===== src/rtl/mnist_pixel_loader.sv =====
// Binarising frame loader: collects a raster of pixels into a NUM_PIXELS-bit image,
// launches the forward-pass engine and holds the image until done or watchdog expiry.
module mnist_pixel_loader #(
  parameter int NUM_PIXELS = 784,
  parameter int PIX_W      = 8,
  parameter int THRESH     = 128,
  parameter int TIMEOUT    = 20000
) (
  input  logic                  clk,
  input  logic                  rst_n,
  input  logic                  pix_valid,
  output logic                  pix_ready,
  input  logic [PIX_W-1:0]      pix_data,
  input  logic                  pix_last,
  output logic [NUM_PIXELS-1:0] image_bits,
  output logic                  fp_start,
  input  logic                  fp_done,
  output logic                  busy,
  output logic                  frame_err,
  output logic                  fp_timeout,
  output logic [15:0]           frame_count
);

  localparam int CNT_W = (NUM_PIXELS > 1) ? $clog2(NUM_PIXELS) : 1;
  localparam int WD_W  = (TIMEOUT > 1) ? $clog2(TIMEOUT) : 1;

  localparam logic [CNT_W-1:0] LAST_IDX = CNT_W'(NUM_PIXELS - 1);
  localparam logic [WD_W-1:0]  WD_LIMIT = (TIMEOUT > 0) ? WD_W'(TIMEOUT - 1) : '0;
  localparam logic [PIX_W-1:0] THR      = PIX_W'(THRESH);

  typedef enum logic [1:0] {
    S_FILL,
    S_DROP,
    S_LAUNCH,
    S_WAIT_DONE
  } state_t;

  state_t                  state_q, state_d;
  logic [CNT_W-1:0]        cnt_q, cnt_d;
  logic [WD_W-1:0]         wd_q, wd_d;
  logic [NUM_PIXELS-1:0]   image_q, image_d;
  logic [15:0]             frame_count_q, frame_count_d;
  logic                    pix_ready_q, pix_ready_d;
  logic                    busy_q, busy_d;
  logic                    fp_start_q, fp_start_d;
  logic                    frame_err_q, frame_err_d;
  logic                    fp_timeout_q, fp_timeout_d;
  logic                    xfer;

  assign xfer = pix_valid & pix_ready_q;

  always_comb begin
    state_d       = state_q;
    cnt_d         = cnt_q;
    wd_d          = wd_q;
    image_d       = image_q;
    frame_count_d = frame_count_q;
    frame_err_d   = 1'b0;
    fp_timeout_d  = 1'b0;

    unique case (state_q)
      S_FILL: begin
        if (xfer) begin
          image_d[cnt_q] = (pix_data >= THR);
          if (pix_last) begin
            cnt_d = '0;
            if (cnt_q == LAST_IDX) begin
              state_d = S_LAUNCH;
              wd_d    = '0;
            end else begin
              frame_err_d = 1'b1;
            end
          end else if (cnt_q == LAST_IDX) begin
            frame_err_d = 1'b1;
            cnt_d       = '0;
            state_d     = S_DROP;
          end else begin
            cnt_d = cnt_q + 1'b1;
          end
        end
      end

      S_DROP: begin
        if (xfer && pix_last) begin
          state_d = S_FILL;
          cnt_d   = '0;
        end
      end

      S_LAUNCH: begin
        // Watchdog counts from the fp_start cycle, so expiry lands TIMEOUT cycles after fp_start.
        state_d = S_WAIT_DONE;
        if (TIMEOUT != 0) begin
          wd_d = wd_q + 1'b1;
        end
      end

      S_WAIT_DONE: begin
        if (fp_done) begin
          frame_count_d = frame_count_q + 16'd1;
          state_d       = S_FILL;
        end else if ((TIMEOUT != 0) && (wd_q >= WD_LIMIT)) begin
          fp_timeout_d = 1'b1;
          state_d      = S_FILL;
        end else if (TIMEOUT != 0) begin
          wd_d = wd_q + 1'b1;
        end
      end

      default: begin
        state_d = S_FILL;
        cnt_d   = '0;
      end
    endcase

    // Handshake and status outputs are registered images of the next state.
    pix_ready_d = (state_d == S_FILL) || (state_d == S_DROP);
    busy_d      = (state_d != S_FILL);
    fp_start_d  = (state_d == S_LAUNCH);
  end

  always_ff @(posedge clk or negedge rst_n) begin
    if (!rst_n) begin
      state_q       <= S_FILL;
      cnt_q         <= '0;
      wd_q          <= '0;
      image_q       <= '0;
      frame_count_q <= '0;
      pix_ready_q   <= 1'b1;
      busy_q        <= 1'b0;
      fp_start_q    <= 1'b0;
      frame_err_q   <= 1'b0;
      fp_timeout_q  <= 1'b0;
    end else begin
      state_q       <= state_d;
      cnt_q         <= cnt_d;
      wd_q          <= wd_d;
      image_q       <= image_d;
      frame_count_q <= frame_count_d;
      pix_ready_q   <= pix_ready_d;
      busy_q        <= busy_d;
      fp_start_q    <= fp_start_d;
      frame_err_q   <= frame_err_d;
      fp_timeout_q  <= fp_timeout_d;
    end
  end

  assign pix_ready   = pix_ready_q;
  assign image_bits  = image_q;
  assign fp_start    = fp_start_q;
  assign busy        = busy_q;
  assign frame_err   = frame_err_q;
  assign fp_timeout  = fp_timeout_q;
  assign frame_count = frame_count_q;

endmodule


===== config.mk =====
export PLATFORM = sky130hd
export DESIGN_NAME = mnist_pixel_loader
export DESIGN_NICKNAME = d
export VERILOG_FILES = /design/src/rtl/mnist_pixel_loader.sv
export SDC_FILE = /design/constraint.sdc
export NUM_CORES = 2
export LEC_CHECK = 0
export ABC_CLOCK_PERIOD_IN_PS = 5300
export CORE_UTILIZATION = 30
export CTS_BUF_LIST = sky130_fd_sc_hd__clkbuf_16
export DETAILED_ROUTE_END_ITERATION = 10
export PLACE_DENSITY = 0.54
export SLEW_MARGIN = 0
export SYNTH_ARGS = -nofsm -noshare
export SYNTH_HDL_FRONTEND = slang
export SYNTH_SLANG_ARGS = --single-unit

===== constraint.sdc =====
create_clock -name clk -period 5.3 [get_ports clk]
set_input_delay 0.795 -clock clk [delete_from_list [all_inputs] [get_ports clk]]
set_output_delay 0.795 -clock clk [all_outputs]
set_load 0.03 [all_outputs]

==> summary.txt <==
flow finished, numbers: yosys aoi share ~11%, Clk. pwr 6.73 mW, CTS tree yes, sw power around 3.4 mW, cts bufs inserted about 96, area leader, netlist dfrtp_1, setup TNS 0 ps, R2R setup slack ~1900 ps, fraction of synthesized area in multiplexers 2.03%, ant diodes 5, row cnt 125, total congestion overflow 0, clock transition at the registers of the reported paths about 70 ps, Fillers approximately 11,000, Root Driver clkbuf_16, number of H-tree levels 3, Max-cap violations 0, final setup violation count 0, worst path cell trace nand2_1, nor2_1, nand2_1, o21ai_0, nand2_1, Worst R2R Path Depth 5, VDD IR max 0.241 mV, commonest register cell after synthesis dfrtp_1, Hold Buf Count CTS 0, slowest stage cell, crit path dfrtp_1, GR Util All Layers between 20% and 30%, CP peak stage delay between 800 and 900 ps, CP top delay family simple AND/OR/NAND/NOR gates, Post-synth EDFFs 0, Final Net Count 4,523, Cells after Synth approximately 3,900, final tally of max-slew violations 0, vias around 34,000, setup bufs post-CTS 0, Area Growth Syn to Fin 36.1%, core area 117,000 um2, Top cells excl fill/tap dfrtp_1, nand2_1, clkdlybuf4s50_1, buffering overhead between 10% and 20%, status completed, Int Power about 10 mW, grt met1 use between 30% and 40%, Top non-seq family simple AND/OR/NAND/NOR gates, Worst setup EP type flop, router iterations before antenna repair 6, Vias/cell approximately 5.5, MI comb cells about 2,700, crit path DAT ~4000 ps, Fin Hold WS about 170 ps, RSZ-0062 raised after global routing no, Flop pwr share 46.7%, io pins a little over 800, fin crit period 3420 ps, grt met3 use just over 7%, fraction of area in registers 43.1%, asr flop ratio synth 100%, die y size 346 um, bufs w/o clock between 900 and 1,000, CP Max Fanout 27, WP depth 5, Adder Share, Synth 0.211%, Critical Path End image_bits[415]$_DFFE_PN0P_, nonclk inv count 9, most frequent logic cell in the layout dfrtp_1, clock buffer depth 3, vias in the first global route roughly 32,000, max reg flops 784, chip area around 120,000 um2, sequential power approximately 6.4 mW, Remaining DRCs 0, DP Worst Slack between 1000 and 1500 ps, Sw Ratio around a quarter, Worst Tran Pin Value about 1200 ps, sequential cell count ~830
**I/O pins on the die edge**

(1.5 px per um) Pins as bars across the die edge, other pins in gray.
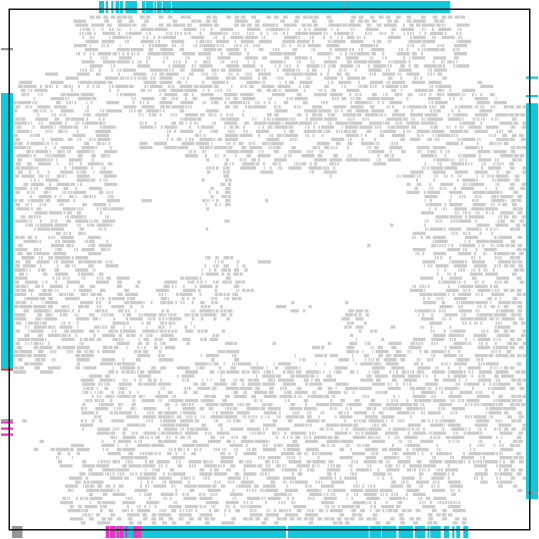
color	port	pins	direction	edge
magenta	frame_count	16	output	13 bottom, 3 left
cyan	image_bits	784	output	234 top, 220 bottom, 195 right, 135 left
red	busy	1	output	left
all pins by edge	246 bottom, 235 top, 196 right, 141 left

**I/O nets highlighted**

(1 px per um)
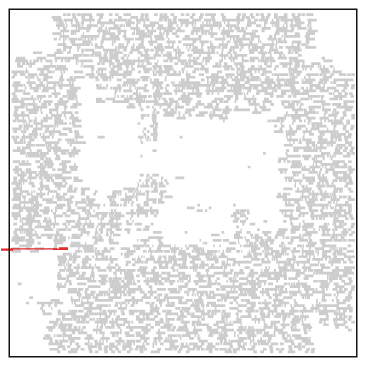
color	port	bits	direction	end cells	buffers	wire
red	busy	1	output	1	1	62.0 um

Power is estimated from default activity; no workload was simulated.
